--- src/rtl/ps2_joy_decoder.sv ---
// PS/2 keyboard to 10-bit joystick map: synchronised and glitch-filtered receiver,
// E0/F0 prefix state machine and make/break key register.
module ps2_joy_decoder #(
  parameter int FILTER_LEN = 8,
  parameter int TIMEOUT    = 18000
) (
  input  logic       clk_sys,
  input  logic       reset,
  input  logic       ps2_kbd_clk,
  input  logic       ps2_kbd_data,
  output logic [9:0] joystick,
  output logic [7:0] rx_data,
  output logic       rx_valid,
  output logic       rx_err
);

  localparam int TW = $clog2(TIMEOUT + 1);

  typedef enum logic [1:0] {IDLE, EXT, BRK, EXTBRK} pfx_t;

  logic [1:0]    clk_sync_q, clk_sync_d;
  logic [1:0]    data_sync_q, data_sync_d;
  logic          filt_q, filt_d;
  logic [7:0]    filt_cnt_q, filt_cnt_d;
  logic [3:0]    bit_cnt_q, bit_cnt_d;
  logic [7:0]    shift_q, shift_d;
  logic          par_q, par_d;
  logic [TW-1:0] tmo_cnt_q, tmo_cnt_d;
  logic [7:0]    rx_data_q, rx_data_d;
  logic          rx_valid_q, rx_valid_d;
  logic          rx_err_q, rx_err_d;
  pfx_t          pfx_q, pfx_d;
  logic [9:0]    joy_q, joy_d;

  logic fall;
  logic din;

  // One-hot joystick bit for a scan code; zero for codes that map to nothing.
  function automatic logic [9:0] key_mask(input logic [7:0] code, input logic ext);
    logic [9:0] m;
    m = '0;
    case ({ext, code})
      9'h029, 9'h014, 9'h114: m = 10'h001;
      9'h016:                 m = 10'h002;
      9'h01E:                 m = 10'h004;
      9'h02E:                 m = 10'h008;
      9'h175:                 m = 10'h010;
      9'h172:                 m = 10'h020;
      9'h16B:                 m = 10'h040;
      9'h174:                 m = 10'h080;
      9'h011, 9'h111:         m = 10'h100;
      9'h006:                 m = 10'h200;
      default:                m = 10'h000;
    endcase
    return m;
  endfunction

  always_comb begin
    // NOTE: every _d starts from its _q so no path leaves a signal unassigned (no latches).
    clk_sync_d  = {clk_sync_q[0], ps2_kbd_clk};
    data_sync_d = {data_sync_q[0], ps2_kbd_data};
    filt_d      = filt_q;
    filt_cnt_d  = filt_cnt_q;
    bit_cnt_d   = bit_cnt_q;
    shift_d     = shift_q;
    par_d       = par_q;
    tmo_cnt_d   = tmo_cnt_q;
    rx_data_d   = rx_data_q;
    rx_valid_d  = 1'b0;
    rx_err_d    = 1'b0;
    pfx_d       = pfx_q;
    joy_d       = joy_q;

    // Filtered clock flips only after FILTER_LEN consecutive differing samples.
    if (clk_sync_q[1] == filt_q) begin
      filt_cnt_d = '0;
    end else if (filt_cnt_q == 8'(FILTER_LEN - 1)) begin
      filt_d     = clk_sync_q[1];
      filt_cnt_d = '0;
    end else begin
      filt_cnt_d = filt_cnt_q + 8'd1;
    end

    fall = filt_q & ~filt_d;
    din  = data_sync_q[1];

    if (fall) begin
      tmo_cnt_d = '0;
    end else if (bit_cnt_q != 4'd0) begin
      if (tmo_cnt_q == TW'(TIMEOUT - 1)) begin
        tmo_cnt_d = '0;
        bit_cnt_d = 4'd0;
        rx_err_d  = 1'b1;
      end else begin
        tmo_cnt_d = tmo_cnt_q + 1'b1;
      end
    end

    if (fall) begin
      case (bit_cnt_q)
        4'd0: if (!din) bit_cnt_d = 4'd1;
        4'd1, 4'd2, 4'd3, 4'd4, 4'd5, 4'd6, 4'd7, 4'd8: begin
          shift_d   = {din, shift_q[7:1]};
          bit_cnt_d = bit_cnt_q + 4'd1;
        end
        4'd9: begin
          par_d     = din;
          bit_cnt_d = 4'd10;
        end
        default: begin
          bit_cnt_d = 4'd0;
          if (din && (^{shift_q, par_q})) begin
            rx_data_d  = shift_q;
            rx_valid_d = 1'b1;
          end else begin
            rx_err_d = 1'b1;
          end
        end
      endcase
    end

    if (rx_valid_q) begin
      case (pfx_q)
        IDLE: begin
          if (rx_data_q == 8'hE0)      pfx_d = EXT;
          else if (rx_data_q == 8'hF0) pfx_d = BRK;
          else                         joy_d = joy_q | key_mask(rx_data_q, 1'b0);
        end
        EXT: begin
          if (rx_data_q == 8'hF0)      pfx_d = EXTBRK;
          else if (rx_data_q == 8'hE0) pfx_d = EXT;
          else begin
            joy_d = joy_q | key_mask(rx_data_q, 1'b1);
            pfx_d = IDLE;
          end
        end
        BRK: begin
          joy_d = joy_q & ~key_mask(rx_data_q, 1'b0);
          pfx_d = IDLE;
        end
        default: begin
          joy_d = joy_q & ~key_mask(rx_data_q, 1'b1);
          pfx_d = IDLE;
        end
      endcase
    end
  end

  // NOTE: state registers use non-blocking assignments so all flops update together.
  always_ff @(posedge clk_sys) begin
    if (reset) begin
      clk_sync_q  <= 2'b11;
      data_sync_q <= 2'b11;
      filt_q      <= 1'b1;
      filt_cnt_q  <= '0;
      bit_cnt_q   <= 4'd0;
      shift_q     <= '0;
      par_q       <= 1'b0;
      tmo_cnt_q   <= '0;
      rx_data_q   <= '0;
      rx_valid_q  <= 1'b0;
      rx_err_q    <= 1'b0;
      pfx_q       <= IDLE;
      joy_q       <= '0;
    end else begin
      clk_sync_q  <= clk_sync_d;
      data_sync_q <= data_sync_d;
      filt_q      <= filt_d;
      filt_cnt_q  <= filt_cnt_d;
      bit_cnt_q   <= bit_cnt_d;
      shift_q     <= shift_d;
      par_q       <= par_d;
      tmo_cnt_q   <= tmo_cnt_d;
      rx_data_q   <= rx_data_d;
      rx_valid_q  <= rx_valid_d;
      rx_err_q    <= rx_err_d;
      pfx_q       <= pfx_d;
      joy_q       <= joy_d;
    end
  end

  assign joystick = joy_q;
  assign rx_data  = rx_data_q;
  assign rx_valid = rx_valid_q;
  assign rx_err   = rx_err_q;

endmodule

--- config.mk ---
export PLATFORM = sky130hd
export DESIGN_NAME = ps2_joy_decoder
export DESIGN_NICKNAME = d
export VERILOG_FILES = /design/src/rtl/ps2_joy_decoder.sv
export SDC_FILE = /design/constraint.sdc
export NUM_CORES = 1
export LEC_CHECK = 0
export ABC_AREA = 1
export CAP_MARGIN = 10
export CORE_MARGIN = 2
export CORE_UTILIZATION = 50
export CTS_CLUSTER_SIZE = 20
export DETAILED_ROUTE_END_ITERATION = 8
export PLACE_DENSITY = 0.74
export SYNTH_ARGS = -nofsm -noshare
export SYNTH_HDL_FRONTEND = slang
export SYNTH_SLANG_ARGS = --single-unit
--- constraint.sdc ---
create_clock -name clk_sys -period 2.1 [get_ports clk_sys]
set_clock_uncertainty 0.05 [all_clocks]
set_input_delay 0.21 -clock clk_sys [delete_from_list [all_inputs] [get_ports clk_sys]]
set_output_delay 0.21 -clock clk_sys [all_outputs]
set_load 0.02 [all_outputs]
### PDN straps and rails

Pins as bars on the die edge. Tap cells in grey.
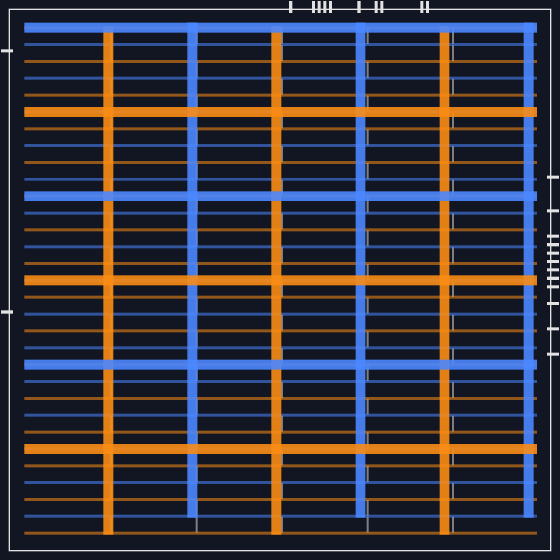
Blue is VDD. Orange is VSS.
6 straps on met5. The core has 30 rows. 31 met1 rails follow the rows.

### Clock network drawn from the DEF

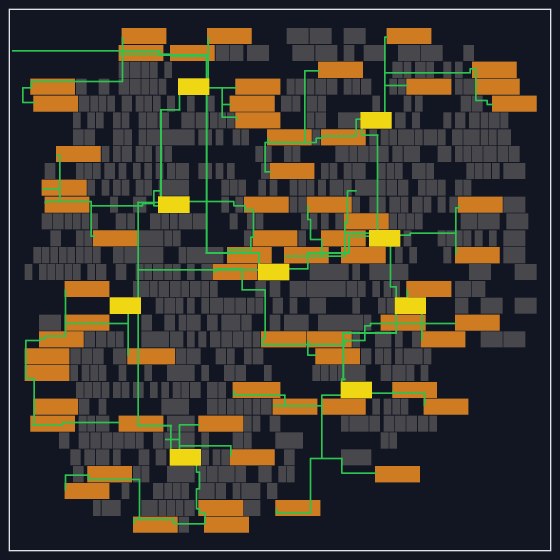
Green is clock wires, length 810 um. Orange is flip-flops, count 63. Yellow is clock-net drivers, count 9.
Position of the flops: spread over the die. There are 10 routed clock nets.

==> summary.txt <==
Flow results are below.

- The post-cts hold buffer count is 0, for reference.
- The area fraction in full adders, half adders and majority gates is 0.0217, for reference.
- The path type of the worst setup path is flop to flop, for reference.
- According to the tapcell log, the count of inserted taps is 80.
- The area fraction in and, or, nand and nor cells after synthesis is 0.389, for reference.
- The kind of start point of the critical path is a flop, for reference.
- The global placement routability congestion is 0.930, for reference.
- The slew check shows that the tightest pin keeps a relative margin of 0.642.
- CTS saw 63 sinks.
- Internal power comes to 1760 uW.
- The initialized floorplan defines 30 standard-cell rows.
- The length in cells of the worst reg-to-reg path is 8, for reference.
- The final non-filler cell total is 640, for reference.
- The arrival time reported for the critical path endpoint is 2.03 ns, for reference.
- The final layout contains 567 nets.
- The startpoint of the most critical register-to-register path is bit_cnt_q[0], for reference.
- The stage delay of the slowest cell on the critical path is 0.37 ns, for reference.
- For this block, the via count after detailed routing is 3343.
- Yosys reports a chip area of 0.00346 mm2.
- The clock period minus final worst setup slack is 1.85 ns, for reference.
- In this run, synthesis inferred 0 flip-flops with an integrated enable.
- The die boundary height is 87.2 um, for reference.
- Per the OpenROAD floorplan log, the area of the die is 0.00760 mm2.
- The antenna diode count is 0, for reference.
- The post-detailed-placement cell area is 0.00378 mm2, for reference.
- The area fraction of the largest cell type after synthesis is 0.365.
- Registers take 0.00126 mm2.
- The number of antenna violations at the first check in global routing is 0, for reference.
- The sequential fraction of the synthesis area is 0.365, for reference.
- The maximum achievable frequency is 540 MHz, for reference.
- The number of setup buffers added after CTS is 0.
- Combinational cells consume a total of 48.3 uW.
- Post-CTS repair ended up resizing 0 cells.
- The pre-CTS worst setup slack is 0.204 ns, for reference.
- The global routing usage summed across all routing layers is 0.215, for reference.
- sky130_fd_sc_hd__dfxtp_1 takes more of the synthesized area than any other cell.
- The flow ran to the end, and the final reports show no timing, DRC or antenna violations.
- The routed wire length per instance is 11.8 um, for reference.
- Hold-check failures listed in the final report amount to 0.
- The number of cell instances after yosys synthesis is 526, for reference.
- The fraction of power consumed by the clock network is 0.439, for reference.
- The group drawing the most power is sequential cells, for reference.
- The overall power after layout is 2230 uW, for reference.
- The post-route worst hold slack is 0.357 ns, for reference.
- The placed instance count is 626, for reference.
- CTS reports a maximum clock tree buffer depth of 2.
- The fraction of synthesized area in multiplexers is 0, for reference.
- Counting the warning lines in the Yosys log gives 0.
- The register with the most flip-flops in the layout has 15 of them.
- The clock-pin slew on the worst setup and hold paths is 0.06 ns, for reference.
- For this run, the leading register cell type out of synthesis is sky130_fd_sc_hd__dfxtp_1.
- In this run the number of H-tree levels came out at 3.
- The floorplan utilization is 0.512, for reference.
- Summing all non-filler instances in the final layout gives an area of 0.00398 mm2.
- Dividing the detail-routed via count by the number of cells gives 5.22.
- In the global route stage, met2 resource usage came out at 0.324.
- The top logic cell by instance count in the layout is sky130_fd_sc_hd__nand2_1, for reference.
- The fraction of met1 tracks used by global routing is 0.294, for reference.
- Synthesis inferred 63 register bits.
- The cell sitting at the root of the clock tree is a sky130_fd_sc_hd__clkbuf_8.
- After synthesis, the mean cell area works out to 6.58 um2.
### Placed cells, one colour a class

The bar under the picture is 20 um long. Fill, decap, tap and diode cells in grey.
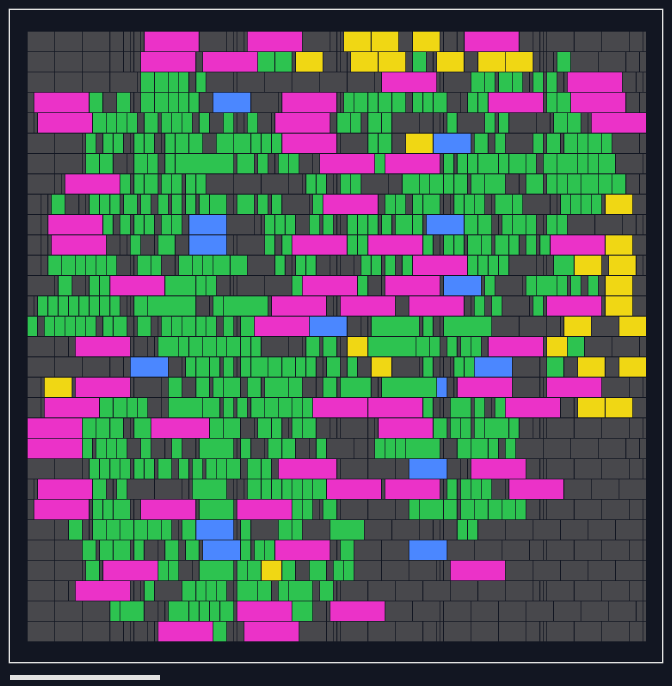
Yellow is remaining buffers and delay cells, cells 27. Magenta is registers, cells 63. Green is remaining logic cells, cells 456. Blue is clock drivers and dummy loads, cells 14.

### M2 wires

The bar under the picture is 20 um long.
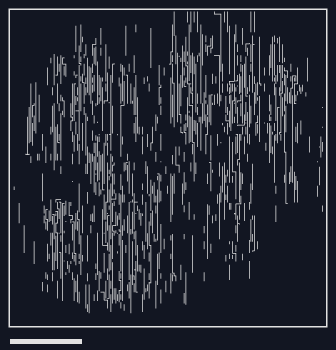
The layer carries 3290 um of wire. The layer holds 44% of the routed length.

-- worst min-delay path by stage --
stage,startpoint,end,slack (ns),cells past startpoint
after floorplan,ps2_kbd_clk,clk_sync_q[0],0.26,1
after global placement,data_sync_q[0],data_sync_q[1],0.35,1
after detailed placement,data_sync_q[0],data_sync_q[1],0.35,1
after CTS,data_sync_q[0],data_sync_q[1],0.36,1
after global routing,data_sync_q[0],data_sync_q[1],0.38,1
final,data_sync_q[0],data_sync_q[1],0.36,1
-- critical path: cells and delay by family (launching register included) --
kind	cells	cell delay, ns
fa+ha+maj	1	0.26
simple gates	4	0.77
compound gates	2	0.20
buf+inv	1	0.10
flops	1	0.37
-- per-layer routing --
metal,part of all wire,vias up
li1,-,1766
met4,0.022,0
met2,0.44,89
met3,0.046,18
met5,0,-
met1,0.49,1470
No activity file was given, so power comes from the tool's default toggle rates.
